===== src/rtl/sprite_scan_pipe.sv =====
// Per-pixel sprite scanner: double-buffered sprite table, priority hit test,
// sprite-memory addressing and a 3-stage pipeline to the video mixer.
module sprite_scan_pipe #(
  parameter int N_SPRITES = 4,
  parameter int COORD_W   = 10,
  localparam int IDX_W    = (N_SPRITES > 1) ? $clog2(N_SPRITES) : 1
) (
  input  logic               clock,
  input  logic               resetn,
  input  logic               frame_start,
  input  logic               active,
  input  logic [COORD_W-1:0] hpos,
  input  logic [COORD_W-1:0] vpos,
  input  logic               wr_en,
  input  logic [IDX_W-1:0]   wr_idx,
  input  logic [COORD_W-1:0] wr_x,
  input  logic [COORD_W-1:0] wr_y,
  input  logic [5:0]         wr_sel,
  input  logic               wr_on,
  output logic [5:0]         spr_select,
  output logic [3:0]         spr_x,
  output logic [3:0]         spr_y,
  input  logic [1:0]         spr_data,
  output logic               pix_valid,
  output logic               pix_hit,
  output logic [1:0]         pix_color
);

  localparam logic [COORD_W:0] SPAN = (COORD_W+1)'(16);

  logic [COORD_W-1:0] sh_x   [N_SPRITES];
  logic [COORD_W-1:0] sh_y   [N_SPRITES];
  logic [5:0]         sh_sel [N_SPRITES];
  logic               sh_on  [N_SPRITES];
  logic [COORD_W-1:0] lv_x   [N_SPRITES];
  logic [COORD_W-1:0] lv_y   [N_SPRITES];
  logic [5:0]         lv_sel [N_SPRITES];
  logic               lv_on  [N_SPRITES];

  logic       any_p0;
  logic [5:0] sel_p0;
  logic [3:0] ox_p0;
  logic [3:0] oy_p0;
  logic       hit_p1, vld_p1;
  logic       hit_p2, vld_p2;

  // Unsigned difference one bit wider than the coordinate, so a borrow means
  // the pixel is left of / above the origin; no wrap-around across the edge.
  function automatic logic in_window(input logic [COORD_W-1:0] p,
                                     input logic [COORD_W-1:0] org);
    logic [COORD_W:0] d;
    d = {1'b0, p} - {1'b0, org};
    return (d < SPAN);
  endfunction

  // Shadow table takes writes any time; live table only changes on frame_start,
  // with a coincident write forwarded so it lands in the same commit.
  always_ff @(posedge clock) begin
    if (!resetn) begin
      for (int i = 0; i < N_SPRITES; i++) begin
        sh_x[i] <= '0; sh_y[i] <= '0; sh_sel[i] <= '0; sh_on[i] <= 1'b0;
        lv_x[i] <= '0; lv_y[i] <= '0; lv_sel[i] <= '0; lv_on[i] <= 1'b0;
      end
    end else begin
      if (wr_en) begin
        sh_x[wr_idx]   <= wr_x;
        sh_y[wr_idx]   <= wr_y;
        sh_sel[wr_idx] <= wr_sel;
        sh_on[wr_idx]  <= wr_on;
      end
      if (frame_start) begin
        for (int i = 0; i < N_SPRITES; i++) begin
          lv_x[i] <= sh_x[i]; lv_y[i] <= sh_y[i];
          lv_sel[i] <= sh_sel[i]; lv_on[i] <= sh_on[i];
        end
        if (wr_en) begin
          lv_x[wr_idx]   <= wr_x;
          lv_y[wr_idx]   <= wr_y;
          lv_sel[wr_idx] <= wr_sel;
          lv_on[wr_idx]  <= wr_on;
        end
      end
    end
  end

  // Stage 0: hit test; scanning from the bottom up leaves the lowest index.
  always_comb begin
    any_p0 = 1'b0;
    sel_p0 = '0;
    ox_p0  = '0;
    oy_p0  = '0;
    for (int i = N_SPRITES - 1; i >= 0; i--) begin
      if (lv_on[i] && in_window(hpos, lv_x[i]) && in_window(vpos, lv_y[i])) begin
        any_p0 = 1'b1;
        sel_p0 = lv_sel[i];
        ox_p0  = 4'(hpos - lv_x[i]);
        oy_p0  = 4'(vpos - lv_y[i]);
      end
    end
  end

  always_ff @(posedge clock) begin
    if (!resetn) begin
      vld_p1     <= 1'b0;
      hit_p1     <= 1'b0;
      spr_select <= '0;
      spr_x      <= '0;
      spr_y      <= '0;
      vld_p2     <= 1'b0;
      hit_p2     <= 1'b0;
      pix_valid  <= 1'b0;
      pix_hit    <= 1'b0;
      pix_color  <= '0;
    end else begin
      // Stage 1: memory address and hit flag
      vld_p1     <= active;
      hit_p1     <= active && any_p0;
      spr_select <= active ? sel_p0 : '0;
      spr_x      <= active ? ox_p0  : '0;
      spr_y      <= active ? oy_p0  : '0;
      // Stage 2: delay matching the memory's address register
      vld_p2     <= vld_p1;
      hit_p2     <= hit_p1;
      // Stage 3: transparency resolve; no fall-through to lower priorities
      pix_valid  <= vld_p2;
      pix_hit    <= hit_p2 && (spr_data != 2'b00);
      pix_color  <= hit_p2 ? spr_data : 2'b00;
    end
  end

endmodule


===== config.mk =====
export PLATFORM = sky130hd
export DESIGN_NAME = sprite_scan_pipe
export DESIGN_NICKNAME = d
export VERILOG_FILES = /design/src/rtl/sprite_scan_pipe.sv
export SDC_FILE = /design/constraint.sdc
export NUM_CORES = 1
export LEC_CHECK = 0
export CAP_MARGIN = 20
export CELL_PAD_IN_SITES_DETAIL_PLACEMENT = 2
export CELL_PAD_IN_SITES_GLOBAL_PLACEMENT = 2
export CORE_AREA = 2 2 169 212
export DETAILED_ROUTE_END_ITERATION = 8
export DIE_AREA = 0 0 171 214
export DONT_BUFFER_PORTS = 1
export GPL_ROUTABILITY_DRIVEN = 0
export GPL_TIMING_DRIVEN = 0
export PLACE_DENSITY_LB_ADDON = 0.1
export SLEW_MARGIN = 20
export SYNTH_ARGS = -nofsm -noshare
export SYNTH_HDL_FRONTEND = slang
export SYNTH_SLANG_ARGS = --single-unit
export TNS_END_PERCENT = 50

===== constraint.sdc =====
create_clock -name clock -period 4.2 [get_ports clock]
set_clock_uncertainty 0.1 [all_clocks]
set_input_delay 0.42 -clock clock [delete_from_list [all_inputs] [get_ports clock]]
set_output_delay 0.42 -clock clock [all_outputs]
set_load 0.02 [all_outputs]

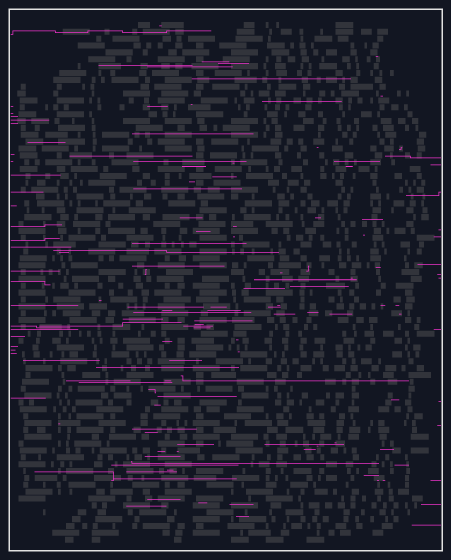
**Above:** run 1 (met3 routing).
Cells faint in the background.
share of all routed wire: 4.4%
main direction: horizontal
wire length on this layer: 2120 µm
nets with wire on the layer: 95

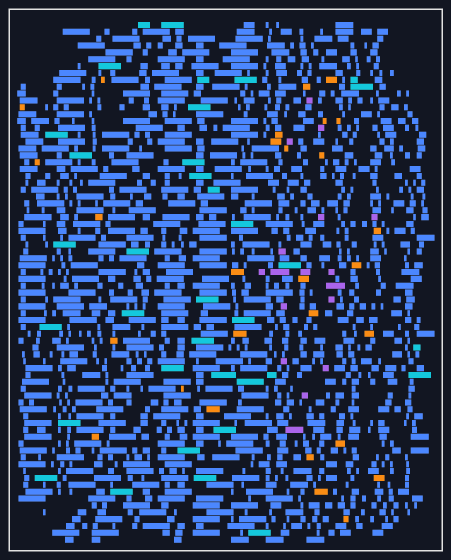
**Above:** run 1 (sizing map).
| colour | size | cells |
|---|---|---|
| cyan | _6 and larger | 35 |
| purple | _3 and _4 cells | 17 |
| orange | _2 cells | 28 |
| blue | _0 and _1 cells | 1239 |

==> summary.txt, run 1 <==
Flow results.

- Post-CTS timing repair inserted 8 buffers for setup.
- After global routing the overflow that remains totals 0.
- CTS built an H-tree with a depth of 1.
- The share of synthesized registers carrying an async set or reset is 0.
- The maximum number of pins on one net before global-route repair is 28.
- For this run, design rule violations remaining after detail routing come to 0.
- Per the TritonCTS log, the buffer count is 27.
- The synthesized instance count is 1227.
- The layout stage reports a final design area of 15200 µm².
- The die is 171 µm wide.
- The number of cells in Yosys stat is 1227.
- The critical path startpoint category is a flop.
- For this run, the register share of the synthesized area comes to 0.515.
- The leakage dissipation is 5.93 nW.
- The number of global-route vias before repair is 11000.
- The detailed-router iteration count before antenna repair is 5.
- The final routed wirelength across all metal layers is 48.0 mm.
- The number of buffers added to fix hold violations after cts is 32.
- Routing resource usage on met3 recorded by global route was 0.0410.
- The flow ran to the end, and the final reports show no timing, DRC or antenna violations.
- The root cell of the clock tree is sky130_fd_sc_hd__clkbuf_16.
- The flow reported a cell area power density of 404 nW/µm².
- The number of antenna violations at the first check in global routing is 1.
- The number of setup violations in the final report is 0.
- The number of placement rows is 76.
- The total of warnings raised by yosys is 0.
- Global routing put the most usage on met2.
- The number of vias per cell is 5.66.
- In the final design database the tool counted 1444 nets.
- The count of nets left with antenna violations once routing finished came out at 0.
- The power report attributes to the combinational group a share of 0.167.
- Max-slew check failures listed in the final report amount to 0.
- The violation tally from detailed-route iteration zero is 478.
- Once detailed placement completed, the half-perimeter wirelength came to 36.2 mm.
- The net count after synthesis is 1371.
- The wire length per cell is 26.9 µm.
- The met2 usage in global routing is 0.457.
- The synthesis-to-layout area growth is 14.2%.
- Counting both buffers and inverters, the worst setup path holds a total of 3.
- The accumulated negative setup slack is 0 ps.
- The fraction of power spent switching nets is 0.277.
- The critical-path cell with the highest stage delay is sky130_fd_sc_hd__or4_4.
- The met1 demand-to-capacity share in global routing is 0.337.
- TritonCTS built the clock tree.
- The worst setup path startpoint is lv_x[3][0].
- The peak supply drop is 0.000268 V.
- The area of the die is 36600 µm².
- Port buffering added 0 buffers.
- The critical setup path kind is flop to flop.
- The first-pass GRT wire length is 71.0 mm.
- For this configuration, the core starts out at a cell density of 0.387.
- 0 antenna diodes ended up in the layout.
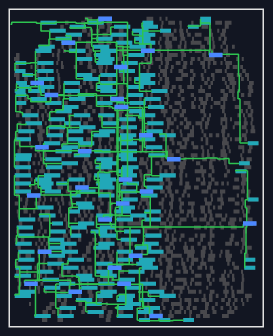
**Above:** run 1 (clock network drawn from the DEF).
[cyan] flip-flops | count: 238
[blue] clock drivers | count: 27
[green] clock wires | length: 3460 µm
routed clock nets: 28

[run 1: metrics by stage]
step | power (mW) | util | cells | setup slack (ps)
2_1_floorplan | 3.51 | - | 1227 | 667
3_5_place_dp | 3.85 | 0.404 | 1695 | -1140
4_1_cts | 6.17 | 0.440 | 1783 | 45.1
5_1_grt | 6.36 | 0.442 | 1787 | -14.0
3_3_place_gp | 3.79 | 0.404 | 1695 | -1130
6_report | 6.14 | 0.442 | 1787 | 105
[run 1: state kept, by name, summed over array words and instances (netlist names), 2 cells and up]
signal and flops:
lv_x 40, spr_select 6, lv_y 40, sh_y 40
pix_color 2, spr_y 4, spr_x 4, sh_on 4
lv_sel 24, lv_on 4, sh_x 40, sh_sel 24
[run 1: power groups by stage]
| stage | sequential (mW) | combinational [mW] | clock [mW] |
|---|---|---|---|
| 2_1_floorplan | 2.83 | 0.678 | 0 |
| 3_3_place_gp | 2.87 | 0.920 | 0 |
| 3_5_place_dp | 2.88 | 0.963 | 0 |
| 4_1_cts | 2.84 | 1.02 | 2.31 |
| 5_1_grt | 2.85 | 1.13 | 2.39 |
| 6_report | 2.84 | 1.03 | 2.28 |
[run 1: final timing paths]
path / to / slack [ps] / depth (start not counted)
worst max-delay path: spr_select[0] / 100 / 14
worst min-delay path: lv_x[2][1] / 10 / 1
worst max register to register: spr_select[0] / 100 / 14
worst min register to register: hit_p2 / 340 / 1
[run 1: final cells by class]
class                   instances  area [µm²]
clock inverters                 8        72.6
flip-flops and latches        238        6870
repair buffers                 44         430
inverters                     117         439
well taps                     468         586
fillers                      3627       19200
clock buffers                  40         754
plain buffers                  50         203
multi-input cells             822        5860
[run 1: cell usage after synthesis, types with 12 or more instances]
library cell	n	area [µm²]
sky130_fd_sc_hd__o21ai_0	48	240
sky130_fd_sc_hd__nor2b_1	18	113
sky130_fd_sc_hd__nand2b_1	13	81.3
sky130_fd_sc_hd__clkbuf_1	46	173
sky130_fd_sc_hd__nor3_1	16	80.1
sky130_fd_sc_hd__a21o_1	17	128
sky130_fd_sc_hd__edfxtp_1	210	6310
sky130_fd_sc_hd__nor2_1	50	188
sky130_fd_sc_hd__and3_1	37	231
sky130_fd_sc_hd__dfxtp_1	28	561
sky130_fd_sc_hd__inv_1	117	439
sky130_fd_sc_hd__and2_1	87	544
sky130_fd_sc_hd__a22o_1	81	709
sky130_fd_sc_hd__a21oi_1	75	375
sky130_fd_sc_hd__ha_1	80	1000
sky130_fd_sc_hd__xnor2_1	12	105
sky130_fd_sc_hd__o21a_1	20	150
sky130_fd_sc_hd__nand3_1	12	60.1
sky130_fd_sc_hd__nand2_1	92	345
[run 1: cells by family (layout without fill, tap and decap cells)]
group                      Yosys count  in the layout  share of synthesized area
xor gates and xnor gates            22             22                     0.0145
AOI/OAI and AO/OA                  332            332                      0.178
buffers and inverters              167            259                     0.0480
and+or+nand+nor                    368            368                      0.148
adders and majority gates           88             88                     0.0872
DFF                                238            238                      0.515
muxes                               12             12                    0.00920
[run 1: per-layer routing]
metal	share of wire	up-vias
li1	-	4656
met1	0.43	5190
met2	0.50	208
met3	0.044	55
met4	0.028	0
met5	0	-
**Run 1: congestion heat map**

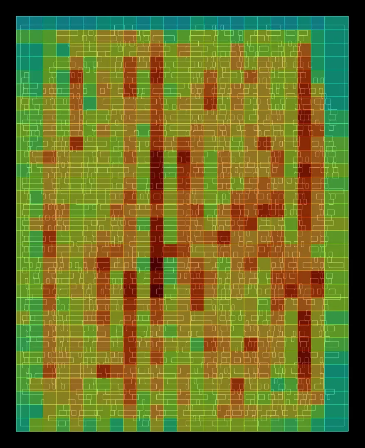

==> inputs of run 2 (changes only) <==
CTS_BUF_LIST = sky130_fd_sc_hd__clkbuf_16   (was default)
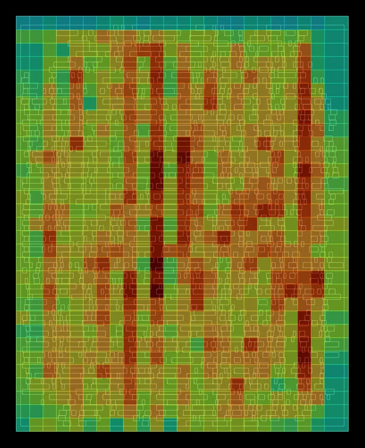
**Above:** run 2 (congestion heat map).
met3 track demand over resource in global routing: 0.0384
Final Core Density: 0.441
most utilized layer in the global route result: met2

==> summary.txt, run 2 <==
Flow results.

- The run finished with clean final reports.
- Per the synth log, the flip-flop and latch total comes to 238.
- The wire length per cell is 27.0 µm.
- The number of antenna diodes is 0.
- The number of antenna violations at the first check in global routing is 2.
- The total of warnings raised by yosys is 0.
- The largest individual stage delay along the critical path comes from the cell sky130_fd_sc_hd__or4_4.
- Note, the detailed placer reported a final HPWL of 36.2 mm.
- Per the CTS log, the maximum H-tree level is 1.
- The biggest area contributor in the post-synthesis netlist is sky130_fd_sc_hd__edfxtp_1.
- Yosys reports that the most numerous cell types are sky130_fd_sc_hd__edfxtp_1 (210), sky130_fd_sc_hd__inv_1 (117), sky130_fd_sc_hd__nand2_1 (92).
- TritonCTS built the clock tree.
- Synthesis produced a netlist with a net count of 1371.
- CTS placed an instance of sky130_fd_sc_hd__clkbuf_16 at the clock tree root.
- After detailed routing, the total wire length is 48.2 mm.
- The number of primary I/O pins is 74.
- The synthesis-to-layout area growth is 14.0%.
- The synthesis report gives the async set-or-reset register share as 0.
- The reg-to-reg setup timing slack is 110 ps.
- The endpoint of the lowest-slack register-to-register path is spr_select[0].
- After detailed routing, the number of remaining DRC violations is 0.
- Synthesis handed over a netlist of 1227 instances.
- Switching power as a fraction of the total was reported as 0.279.
- The maximum frequency from static timing analysis is 0.244 GHz.
- The number of global-route vias before repair is 11000.
- The critical path starts at lv_x[3][0].
- Per the placement log, port buffering inserted 0 buffers.
- The timing report lists the critical path depth as 14 cells.
- The floorplan step set the die width to 171 µm.
- The total non-filler cell area in the finished layout is 15200 µm².
- In this run the vertical extent of the chip is 214 µm.
- The worst setup path is launched from a flop.
- In this run the full chip footprint comes out at 36600 µm².
- The yosys-reported design area after synthesis is 13300 µm².
- Entering global routing, the biggest net connects 28 pins.
- The total congestion overflow is 0.
- For reference, the critical path is captured by spr_select[0].
- The count of pins over their slew limit is 0.
- Per Yosys stat, the portion of area used by sequential elements is 0.515.
- The ratio of cells with drive above 1 in the final layout is 0.0584.
- For the final routed database, the setup TNS stands at 0 ps.
- The number of placement rows is 76.
- The first global-routing pass estimated 71.1 mm of wire.
- The total CTS buffers is 27.
- The placed cell count is 1695.
- The library cell with the highest instance count after synthesis is sky130_fd_sc_hd__edfxtp_1.
- The critical setup path kind is flop to flop.
- The number of setup violations in the final report is 0.
- The detailed-router iteration count before antenna repair is 5.
- The finished design was reported to have a net count of 1444.
- The power per standard cell area is 399 nW/µm².
- By area the synthesized netlist is led by sky130_fd_sc_hd__edfxtp_1 (47%), sky130_fd_sc_hd__ha_1 (7.5%), sky130_fd_sc_hd__a22o_1 (5.3%), sky130_fd_sc_hd__dfxtp_1 (4.2%), sky130_fd_sc_hd__and2_1 (4.1%).
- The part of the total power dissipated in combinational logic is 0.170.
- The violation tally from detailed-route iteration zero is 534.
- The proportion of netlist area held by the largest area contributor is 0.473.
- The worst-case IR drop observed on VDD is 0.000268 V.
- The worst register-to-register path depth is 14.
- For this configuration, the core starts out at a cell density of 0.387.
- The non-filler instance count after layout is 1787.
- The clock latency on the worst-skew pair is 550 ps.
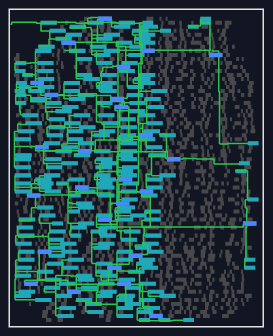
**Above:** run 2 (clock network drawn from the DEF).
[green] clock wires | length: 3440 µm
[blue] clock drivers | count: 27
[cyan] flip-flops | count: 238
routed clock nets: 28

[run 2: cell counts after synthesis]
Identical to the previous run, type by type.
[run 2: metrics by stage]
stage          setup slack, ps  total power [mW]
2_1_floorplan              667              3.51
3_3_place_gp             -1130              3.79
3_5_place_dp             -1140              3.85
4_1_cts                   45.1              6.09
5_1_grt                  -13.5              6.28
6_report                   105              6.05
[run 2: how the worst min path moves through the flow]
stage / cells past startpoint / slack (ps) / to
2_1_floorplan: 1 / 310 / hit_p2
3_3_place_gp: 1 / 320 / vld_p2
3_5_place_dp: 1 / 330 / hit_p2
4_1_cts: 1 / 3 / lv_x[1][4]
5_1_grt: 1 / 1 / lv_y[1][4]
6_report: 1 / 20 / lv_x[1][4]
[run 2: area by class of cell]
| type | count | area, µm² |
|---|---|---|
| clock buffer | 27 | 676 |
| clock inverter | 21 | 121 |
| timing repair buffer | 44 | 430 |
| fill | 3621 | 19200 |
| buffer | 50 | 203 |
| sequential | 238 | 6870 |
| multi-input combinational | 822 | 5860 |
| tap | 468 | 586 |
| inverter | 117 | 439 |
[run 2: cells by family after synthesis]
| kind of cell | synth area share |
|---|---|
| xor gates and xnor gates | 0.0145 |
| and+or+nand+nor | 0.148 |
| adders and majority gates | 0.0872 |
| muxes | 0.00920 |
| DFF | 0.515 |
| AOI/OAI and AO/OA | 0.178 |
| buffers and inverters | 0.0480 |
[run 2: power by group through the flow]
stage | registers (mW) | logic (mW) | clock network, mW
after floorplan | 2.83 | 0.678 | 0
after global placement | 2.87 | 0.920 | 0
after detailed placement | 2.88 | 0.963 | 0
after CTS | 2.84 | 1.02 | 2.23
after global routing | 2.85 | 1.13 | 2.30
final | 2.84 | 1.03 | 2.19
[run 2: routing by layer]
layer	global-route usage	part of all wire
met3	0.0384	0.040
met2	0.457	0.50
met4	0.0763	0.027
met1	0.341	0.43
met5	0	0
[run 2: what timing repair did]
item | in CTS | in global routing
hold endpoints to repair | 149 | 0
buffers inserted | 8 | 3
hold buffers | 32 | 0
setup endpoints to repair | 15 | 6
pin swaps | 3 | 1
gates resized | 3 | 5
**Run 2: selected gate families**

Bar = 50 µm.
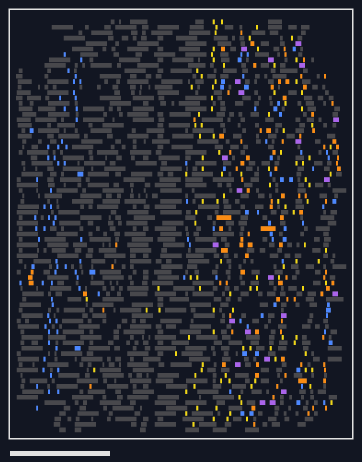

==> inputs of run 3 (changes only) <==
clock period = 4.4 ns   (was 4.2 ns; I/O delays follow)
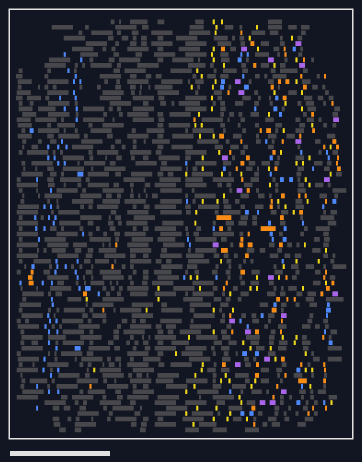
**Above:** run 3 (selected gate families).
Bar = 50 µm.
| colour | family | cells |
|---|---|---|
| purple | xor and xnor cells | 22 |
| blue | nand cells | 125 |
| yellow | inv cells | 117 |
| orange | nor cells | 101 |

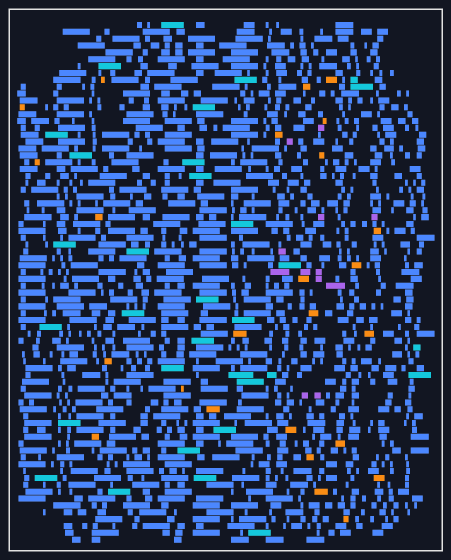
**Above:** run 3 (sizing map).
| colour | size | cells |
|---|---|---|
| purple | _3 and _4 cells | 12 |
| orange | _2 cells | 25 |
| cyan | _6 and larger | 32 |
| blue | _0 and _1 cells | 1249 |

==> summary.txt, run 3 <==
Flow results.

- The flow ran to the end, and the final reports show no timing, DRC or antenna violations.
- The power per standard cell area is 380 nW/µm².
- In this run the register-to-register setup slack is 130 ps.
- The timing report lists the critical path depth as 11 cells.
- The critical-path cell with the highest stage delay is sky130_fd_sc_hd__a2111oi_0.
- After the first detailed-routing iteration, the DRC count stood at 548.
- The number of OpenROAD warnings is 27.
- The number of placement rows is 76.
- Together, buffers and inverters on the worst path number 2.
- The area taken by multi-input combinational cells is reported as 5840 µm².
- Looking at the clock tree report, the H-tree level count equals 1.
- The number of clock sinks is 238.
- In this run the worst setup path terminates at spr_select[3].
- The number of placed instances, taps included, is 1695.
- The clock latency on the worst-skew pair is 550 ps.
- For reference, the top cells by area after synthesis are sky130_fd_sc_hd__edfxtp_1 (47%), sky130_fd_sc_hd__ha_1 (7.5%), sky130_fd_sc_hd__a22o_1 (5.3%), sky130_fd_sc_hd__dfxtp_1 (4.2%), sky130_fd_sc_hd__and2_1 (4.1%).
- Using the TritonRoute via totals, the vias-per-cell ratio works out to 5.61.
- After detailed routing, no signal wire sits above met4.
- The Yosys step of the flow raised 0 warnings.
- At the floorplan stage, the core utilization is reported as 0.387.
- The final antenna diode tally reported by the flow is 0.
- The synthesis-to-layout area growth is 13.8%.
- The share of synthesized registers carrying an async set or reset is 0.
- The smallest clock period supported by the final layout is computed as 4270 ps.
- Once synthesis finished, the tally of register bits stood at 238.
- The report gives the cell count of the worst hold path as 1.
- The footprint of the flip-flops and latches is 6870 µm².
- The final routed wirelength across all metal layers is 47.6 mm.
- The antenna violation net count after detailed routing is 0.
- Detailed routing placed a total of 2.07 mm of wire on met3.
- In the per-layer summary, the met1 wirelength comes to 20.2 mm.
- The most common cell in the synthesized netlist is sky130_fd_sc_hd__edfxtp_1.
- Per the GRT congestion report, total overflow comes to 0.
- Synthesis handed over a netlist of 1227 instances.
- The leakage dissipation is 5.94 nW.
- For reference, the top cells by count after synthesis are sky130_fd_sc_hd__edfxtp_1 (210), sky130_fd_sc_hd__inv_1 (117), sky130_fd_sc_hd__nand2_1 (92).
- The wire length per cell is 26.6 µm.
- The endpoint of the lowest-slack register-to-register path is spr_select[3].
- The number of global-route vias before repair is 11000.
- The final HPWL from detailed placement is 36.2 mm.
- The total CTS buffers is 27.
- Per STA, the startpoint of the critical path is lv_x[0][1].
- From the final report, the count of setup violators was given as 0.
- The first global-routing pass estimated 70.5 mm of wire.
- Summed over all instances, the cell type with the most area after synthesis is sky130_fd_sc_hd__edfxtp_1.
- In the detailed route, the total length drawn on met2 is 23.9 mm.
- Summing internal, switching and leakage power gives 5.76 mW.
- The maximum number of pins on one net before global-route repair is 28.
- The number of cells in Yosys stat is 1227.
- The critical path startpoint category is a flop.
- In this run the count of I/O pins placed on the die edge is 74.
- According to the floorplan report, the total die area is 36600 µm².
- The count of cells in the finished layout, fillers not included, comes to 1786.
- In the final report, the number of pins over their slew limit comes to 0.
- The die is 214 µm tall.
- The DRC violation total left in the routed layout is recorded as 0.
- The number of antenna violations at the first check in global routing is 1.
- The synthesized netlist has a Yosys-reported chip area of 13300 µm².
- The ratio of cells with drive above 1 in the final layout is 0.0524.
- The number of inserted filler cells in the final layout is 3616.
- CTS placed an instance of sky130_fd_sc_hd__clkbuf_16 at the clock tree root.
- In the setup report, the worst path falls into the class flop to flop.
- TritonCTS built the clock tree.
- The net count after synthesis is 1371.
- The detailed-router iteration count before antenna repair is 5.
- The number of input and output port buffers inserted is 0.
- The maximum frequency from static timing analysis is 0.234 GHz.
[run 3: cell counts after synthesis]
Identical to the previous run, type by type.
[run 3: metal layers]
layer,track usage,up-vias
li1,-,4658
met2,0.455,204
met5,0,-
met4,0.0808,0
met3,0.0390,57
met1,0.332,5108
[run 3: where the power goes]
part | internal [mW] | total [mW] | switching [mW]
Clock | 1.17 | 2.09 | 0.922
Sequential | 2.63 | 2.71 | 0.0802
Combinational | 0.369 | 0.966 | 0.597
Total | 4.16 | 5.76 | 1.60
[run 3: worst min path at each step]
stage / startpoint / end / slack [ps]
global placement: vld_p1 / vld_p2 / 320
floorplan: hit_p1 / hit_p2 / 310
CTS: wr_sel[0] / lv_sel[1][0] / 0.06
finish: wr_y[8] / lv_y[2][8] / 20
detailed placement: hit_p1 / hit_p2 / 330
global route: wr_y[6] / lv_y[0][6] / 2
[run 3: cells by family (layout without fill, tap and decap cells)]
kind of cell / Yosys count / after routing / share of synthesized area
multiplexers: 12 / 12 / 0.00920
flip-flops: 238 / 238 / 0.515
adder cells (fa/ha/maj): 88 / 88 / 0.0872
buffers and inverters: 167 / 258 / 0.0480
XOR/XNOR: 22 / 22 / 0.0145
AND/OR/NAND/NOR: 368 / 368 / 0.148
AND-OR/OR-AND: 332 / 332 / 0.178
[run 3: cell type report]
class / count / area share
Multi-Input combinational cell: 822 / 0.385
Buffer: 50 / 0.0132
Inverter: 117 / 0.0290
Tap cell: 468 / 0.0386
Clock inverter: 21 / 0.00801
Timing Repair Buffer: 43 / 0.0284
Clock buffer: 27 / 0.0446
Sequential cell: 238 / 0.453
[run 3: through the flow]
| stage | hold slack (ps) | util | worst slack (ps) | setup TNS (ps) | area (µm²) |
|---|---|---|---|---|---|
| after floorplan | 312 | - | 847 | 0 | 13300 |
| after global placement | 324 | 0.404 | -948 | -11050 | 13900 |
| after detailed placement | 325 | 0.404 | -957 | -10840 | 13900 |
| after CTS | 0.0587 | 0.438 | 30.7 | 0 | 15100 |
| after global routing | 1.87 | 0.440 | -17.4 | -17.4 | 15200 |
| final | 16.8 | 0.440 | 135 | 0 | 15200 |
[run 3: worst register-to-register path, cell delays in order, from the launching register on]
cell                        delay [ps]
sky130_fd_sc_hd__edfxtp_1          460
sky130_fd_sc_hd__inv_1              90
sky130_fd_sc_hd__ha_1              210
sky130_fd_sc_hd__nor2b_1           160
sky130_fd_sc_hd__o2111a_1          260
sky130_fd_sc_hd__a2111oi_0         720
sky130_fd_sc_hd__nor4_1            140
sky130_fd_sc_hd__o22ai_1           210
sky130_fd_sc_hd__a2111o_1          300
sky130_fd_sc_hd__clkbuf_1          630
sky130_fd_sc_hd__o21ai_0           210
sky130_fd_sc_hd__a221oi_1          610
[run 3: timing repair]
item / 4_1_cts / 5_1_grt
pin swaps: 1 / 1
hold endpoints to repair: 90 / 2
gates resized: 0 / 1
buffers inserted: 4 / 3
hold buffers: 33 / 2
setup endpoints to repair: 15 / 7
Power figures rest on the tool's default switching activity, not on a simulated workload.
